File: config.mk
export PLATFORM = sky130hd
export DESIGN_NAME = loop_cpu_core
export DESIGN_NICKNAME = d
export VERILOG_FILES = /design/src/rtl/loop_cpu_core.sv
export SDC_FILE = /design/constraint.sdc
export NUM_CORES = 2
export LEC_CHECK = 0
export CAP_MARGIN = 20
export CORE_ASPECT_RATIO = 0.7
export CORE_MARGIN = 4
export CORE_UTILIZATION = 44
export CTS_CLUSTER_DIAMETER = 40
export DETAILED_ROUTE_END_ITERATION = 8
export PLACE_DENSITY_LB_ADDON = 0.2
export SLEW_MARGIN = 20
export SYNTH_ARGS = -nofsm -noshare
export SYNTH_HDL_FRONTEND = slang
export SYNTH_SLANG_ARGS = --single-unit
File: constraint.sdc
create_clock -name clk -period 7.63 [get_ports clk]
set_input_delay 1.1445 -clock clk [delete_from_list [all_inputs] [get_ports clk]]
set_output_delay 1.1445 -clock clk [all_outputs]
set_load 0.02 [all_outputs]
File: src/rtl/loop_cpu_core.sv
// Two-cycle-per-instruction control-loop sequencer: loadable IMEM, 16-entry register
// file, wrapping/saturating ALU, branches, ADC-wait handshake and periodic restart timer.
module loop_cpu_core #(
    parameter int DW         = 18,
    parameter int IMEM_DEPTH = 16,
    parameter int N_IN       = 2,
    parameter int N_OUT      = 1,
    parameter int PERIOD_CYC = 500000
) (
    input  logic                          clk,
    input  logic                          rst,
    input  logic                          prog_en,
    input  logic                          prog_we,
    input  logic [$clog2(IMEM_DEPTH)-1:0] prog_addr,
    input  logic [31:0]                   prog_data,
    input  logic [N_IN*DW-1:0]            in_ch,
    input  logic                          adc_valid,
    output logic [N_OUT*DW-1:0]           out_ch,
    output logic                          adc_start,
    output logic                          running,
    output logic                          overrun
);
    localparam int AW = $clog2(IMEM_DEPTH);
    localparam int TW = $clog2(PERIOD_CYC);

    localparam logic [5:0] OP_RTYPE = 6'h00;
    localparam logic [5:0] OP_BEQ   = 6'h04;
    localparam logic [5:0] OP_BNE   = 6'h05;
    localparam logic [5:0] OP_ADDI  = 6'h08;
    localparam logic [5:0] OP_IN    = 6'h10;
    localparam logic [5:0] OP_OUT   = 6'h11;
    localparam logic [5:0] OP_WAIT  = 6'h12;
    localparam logic [5:0] OP_HALT  = 6'h3F;

    localparam logic [5:0] F_ADD  = 6'h20;
    localparam logic [5:0] F_ADDS = 6'h21;
    localparam logic [5:0] F_SUB  = 6'h22;
    localparam logic [5:0] F_SUBS = 6'h23;
    localparam logic [5:0] F_AND  = 6'h24;
    localparam logic [5:0] F_OR   = 6'h25;

    typedef enum logic [2:0] {IDLE, FETCH, EXEC, WAIT_ADC, HALT} state_t;

    state_t         state;
    logic [31:0]    imem [IMEM_DEPTH];
    logic [31:0]    instr_p1;
    logic [DW-1:0]  rf [16];
    logic [AW-1:0]  pc;
    logic [TW-1:0]  timer;
    logic           prog_en_q;
    logic           tick;

    logic [5:0]     opcode, funct;
    logic [3:0]     rs, rt, rd;
    logic [15:0]    imm;
    logic [7:0]     ch_idx;
    logic [DW-1:0]  rs_val, rt_val, imm_ext, in_sel, alu_res;
    logic [3:0]     wb_addr;
    logic           wb_en, br_taken;
    logic [AW-1:0]  pc_inc, pc_next;
    logic           unused_bits;

    function automatic logic [DW-1:0] sext16(input logic [15:0] v);
        logic [DW+15:0] w;
        w = {{DW{v[15]}}, v};
        return w[DW-1:0];
    endfunction

    function automatic logic [DW-1:0] sat_addsub(input logic signed [DW-1:0] a,
                                                 input logic signed [DW-1:0] b,
                                                 input logic                 sub);
        logic signed [DW:0] s;
        s = sub ? ({a[DW-1], a} - {b[DW-1], b}) : ({a[DW-1], a} + {b[DW-1], b});
        if (s[DW] != s[DW-1])
            return s[DW] ? {1'b1, {(DW-1){1'b0}}} : {1'b0, {(DW-1){1'b1}}};
        return s[DW-1:0];
    endfunction

    assign opcode      = instr_p1[31:26];
    assign rs          = instr_p1[24:21];
    assign rt          = instr_p1[19:16];
    assign rd          = instr_p1[14:11];
    assign funct       = instr_p1[5:0];
    assign imm         = instr_p1[15:0];
    assign ch_idx      = imm[7:0];
    assign unused_bits = ^{instr_p1[25], instr_p1[20]};

    assign rs_val  = (rs == 4'd0) ? '0 : rf[rs];
    assign rt_val  = (rt == 4'd0) ? '0 : rf[rt];
    assign imm_ext = sext16(imm);
    assign tick    = (timer == TW'(PERIOD_CYC - 1));

    assign br_taken = ((opcode == OP_BEQ) && (rs_val == rt_val)) ||
                      ((opcode == OP_BNE) && (rs_val != rt_val));
    assign pc_inc   = pc + AW'(1);
    assign pc_next  = br_taken ? (pc_inc + imm[AW-1:0]) : pc_inc;

    // Discarded by a coincident tick, so the ADC never sees a request from a dropped WAIT.
    assign adc_start = (state == EXEC) && (opcode == OP_WAIT) && !tick;

    always_comb begin
        in_sel = '0;
        for (int k = 0; k < N_IN; k++)
            if (ch_idx == 8'(k)) in_sel = in_ch[k*DW +: DW];
    end

    always_comb begin
        alu_res = '0;
        wb_en   = 1'b0;
        wb_addr = rd;
        case (opcode)
            OP_RTYPE: begin
                wb_en = 1'b1;
                case (funct)
                    F_ADD:   alu_res = rs_val + rt_val;
                    F_SUB:   alu_res = rs_val - rt_val;
                    F_AND:   alu_res = rs_val & rt_val;
                    F_OR:    alu_res = rs_val | rt_val;
                    F_ADDS:  alu_res = sat_addsub(rs_val, rt_val, 1'b0);
                    F_SUBS:  alu_res = sat_addsub(rs_val, rt_val, 1'b1);
                    default: wb_en = 1'b0;
                endcase
            end
            OP_ADDI: begin
                wb_en   = 1'b1;
                wb_addr = rt;
                alu_res = rs_val + imm_ext;
            end
            OP_IN: begin
                wb_en   = 1'b1;
                wb_addr = rt;
                alu_res = in_sel;
            end
            default: ;
        endcase
    end

    // Stage 0 -> 1: synchronous IMEM read in FETCH, instruction held for EXEC
    always_ff @(posedge clk) begin
        if (prog_en && prog_we) imem[prog_addr] <= prog_data;
        if (state == FETCH) instr_p1 <= imem[pc];
    end

    always_ff @(posedge clk or negedge rst) begin
        if (!rst) begin
            state     <= IDLE;
            pc        <= '0;
            timer     <= '0;
            running   <= 1'b0;
            overrun   <= 1'b0;
            prog_en_q <= 1'b0;
            out_ch    <= '0;
            for (int i = 0; i < 16; i++) rf[i] <= '0;
        end else begin
            prog_en_q <= prog_en;
            if (prog_en) begin
                state   <= IDLE;
                pc      <= '0;
                timer   <= '0;
                running <= 1'b0;
            end else if (state == IDLE) begin
                if (prog_en_q) begin
                    state   <= FETCH;
                    running <= 1'b1;
                    overrun <= 1'b0;
                end
            end else if (tick) begin
                // Restart wins over any EXEC completion or adc_valid this cycle.
                state   <= FETCH;
                pc      <= '0;
                timer   <= '0;
                running <= 1'b1;
                if (state != HALT) overrun <= 1'b1;
            end else begin
                timer <= timer + TW'(1);
                case (state)
                    FETCH: state <= EXEC;
                    EXEC: begin
                        pc <= pc_next;
                        if (wb_en && (wb_addr != 4'd0)) rf[wb_addr] <= alu_res;
                        if (opcode == OP_OUT)
                            for (int k = 0; k < N_OUT; k++)
                                if (ch_idx == 8'(k)) out_ch[k*DW +: DW] <= rs_val;
                        if (opcode == OP_WAIT) begin
                            state <= WAIT_ADC;
                        end else if (opcode == OP_HALT) begin
                            state   <= HALT;
                            running <= 1'b0;
                        end else begin
                            state <= FETCH;
                        end
                    end
                    WAIT_ADC: if (adc_valid) state <= FETCH;
                    default: ;
                endcase
            end
        end
    end
endmodule

### Cell sizes after repair

The bar under the picture is 100 um long.
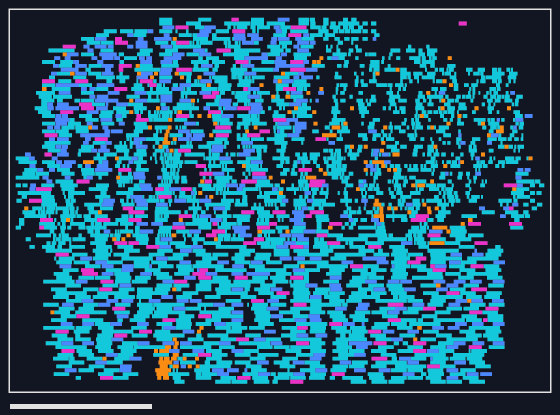
| color | size | cells | share |
|---|---|---|---|
| blue | _2 cells | 478 | 14% |
| orange | _3 and _4 cells | 178 | 5.3% |
| magenta | _6 and larger | 146 | 4.4% |
| cyan | _0 and _1 cells | 2526 | 76% |
Final Cell Area: 49550 um^2
fin worst setup slack: 0.5596 ns

### Clock nets

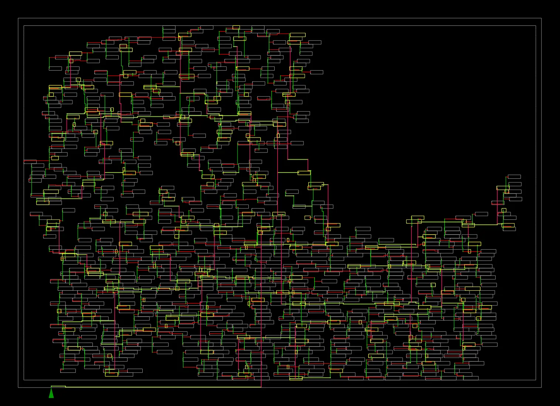
# clk buffers: 117
registers: 845
Clock Power: 4.86 mW
worst skew pair latency: 0.69 ns

### Nets reached from selected ports

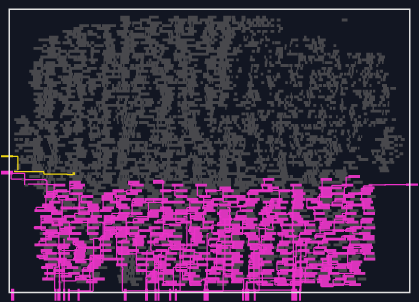
| color | port | bits | direction | edge | end cells | buffers | wire |
|---|---|---|---|---|---|---|---|
| magenta | prog_data | 32 | input | 29 bottom, 2 left, 1 right | 480 | 30 | 5820 um |
| yellow | adc_start | 1 | output | left | 1 | 1 | 79.3 um |

==> flow_metrics.py <==
# Physical implementation metrics
metrics = {
    "floorplan": {
        "fp.dieW_um": 381.3,
        "die_area_um2": 102700,
    },
    "global_routing": {
        "grt-busiest-layer": "met1",
        "grt_antenna_before_repair": 6,
        "grt_pass1_vias": 28800,
        "grt_overflow_total": 0,
        "grt.met1_usage_pct": 38.55,
    },
    "place": {
        "port_buffers": 95,
        "dp_hpwl_um": 89900,
        "place_area_um2": 46080,
        "post-place-ws_ns": 0.7950,
    },
    "worst_setup_path": {
        "arrival_ns": 7.59,
        "critPathBufInv": 2,
        "cp_slowest_cell": "edfxtp_1",
        "cp-end-kind": "flip-flop",
        "crit_top_cell": "buf_4",
        "critical_path.max_fanout": 18,
        "critPathKind": "flip-flop to flip-flop",
        "max_stage_delay_ns": 1.08,
        "crit_path_start_kind": "flip-flop",
    },
    "yosys": {
        "ys_cells": 3110,
        "fp_nets": 3280,
        "avgSynthCellArea_um2": 13.80,
        "synth_async_sr_flop_share_pct": 39.64,
        "ff_type": "edfxtp_1",
        "yosysUniqueCellTypes": 98,
        "yosys_register_bits": 845,
    },
    "cts": {
        "htree_num_levels": 3,
        "cts.sinks": 845,
        "clk_path_buf_depth": 3,
    },
    "routing": {
        "drt_wl_total_um": 133200,
        "vias": 29030,
        "via_per_inst": 6.260,
        "highest_layer": "met5",
        "routed-wl-met3_um": 13360,
        "antenna_left": 0,
    },
    "power_and_ir_drop": {
        "peakVddDrop_uv": 202.9,
        "p_leak_nw": 18.57,
        "powerDensity_nw_per_um2": 277.1,
    },
    "layout": {
        "regArea_um2": 23710,
        "nFillCells": 7993,
        "combGateArea_um2": 18250,
        "drive_gt1_share_pct": 24.10,
    },
    "timing": {
        "post-route-min-period_ns": 7.070,
        "finalHoldViolCount": 0,
        "maxSlewViolCount": 0,
    },
    "flow_run": {
        "warnings": 66,
    },
    "worst_hold_path": {
        "hp-class": "flip-flop to flip-flop",
    },
    "outcome": {
        "status": "completed",
    },
}
synth_stat cells, types with 18 or more instances:
library cell  number  area [um^2]
a211oi_1          22        165.2
a21o_1            32        240.2
a21oi_1          149        745.7
a31oi_1           47        294.0
and3_1            19        118.9
buf_1             30        112.6
buf_2             23        115.1
clkbuf_1         143        536.8
dfrtp_1          335         8383
edfxtp_1         510        15310
ha_1              88         1101
inv_1             70        262.8
mux2_2           113         1272
mux2i_1           54        540.5
mux4_2           302         6802
nand2_1          223        837.1
nand2b_1          21        131.4
nand3_1           40        200.2
nand4_1           18        112.6
nor2_1           217        814.5
nor2b_1           36        225.2
nor3_1            41        205.2
o21a_1            20        150.1
o21ai_0          152        760.7
o31ai_1           33        247.7
xnor2_1           58        508.0
xor2_1            24        210.2
cell families after synthesis:
| logic type | count (synthesis) | share of synthesized area, % |
|---|---|---|
| fa+ha+maj | 97 | 2.892 |
| buf+inv | 281 | 2.638 |
| xor+xnor | 82 | 1.673 |
| simple gates | 704 | 7.699 |
| mux | 480 | 20.39 |
| flops | 845 | 55.22 |
| compound gates | 621 | 9.495 |
layout by cell type (no fill, tap or decap), drive strengths merged, types with 20 or more instances in the layout:
| cell | n |
|---|---|
| clkdlybuf4s50 | 94 |
| nand3 | 40 |
| edfxtp | 510 |
| xnor2 | 58 |
| nor2b | 36 |
| inv | 84 |
| a21o | 32 |
| mux2i | 55 |
| a21oi | 151 |
| xor2 | 24 |
| o21ai | 164 |
| nand2b | 22 |
| mux4 | 302 |
| a211oi | 25 |
| buf | 149 |
| nor3 | 43 |
| clkinv | 32 |
| ha | 88 |
| nand2 | 223 |
| clkbuf | 117 |
| mux2 | 123 |
| dfrtp | 335 |
| o31ai | 38 |
| o21a | 20 |
| nor2 | 218 |
| a31oi | 47 |
report_power, final:
| group | switching (mW) | internal (mW) | total, mW |
|---|---|---|---|
| Clock | 1.97 | 2.89 | 4.86 |
| Sequential | 0.220 | 5.01 | 5.23 |
| Combinational | 2.16 | 1.47 | 3.64 |
| Total | 4.35 | 9.37 | 13.7 |
cell type report:
| class | count | share of cell area (%) |
|---|---|---|
| antenna | 1 | 0.005051 |
| clock buffer | 117 | 5.343 |
| clock inverter | 64 | 1.573 |
| inverter | 75 | 0.5682 |
| multi-input combinational | 1984 | 36.84 |
| sequential | 845 | 47.85 |
| tap | 1309 | 3.306 |
| timing repair buffer | 243 | 4.520 |
sequential cells by signal, summed over array words and instances, names as in the netlist:
register	cells
running	1
instr_p1	30
overrun	1
out_ch	18
imem	480
rf	288
state	3
prog_en_q	1
timer	19
pc	4
worst paths after layout:
kind | to | depth (start not counted) | start
setup / recovery | rf[100] | 18 | instr_p1[18]
hold / removal | rf[275] | 0 | rf[275]
setup reg to reg | rf[100] | 18 | instr_p1[18]
hold reg to reg | rf[275] | 0 | rf[275]
max in group asynchronous | pc[3] | 2 | rst
min in group asynchronous | rf[217] | 1 | rst
per-stage QoR:
stage,hold WS [ns],std cells,power (mW),utilization (%)
floorplan,0.4095,3110,7.644,-
global placement,0.3624,4453,8.852,47.76
detailed placement,0.3636,4455,8.890,47.81
CTS,0.3769,4636,13.76,51.36
global route,0.3943,4637,14.26,51.40
finish,0.3704,4638,13.73,51.40
Power figures rest on the tool's default switching activity, not on a simulated workload.
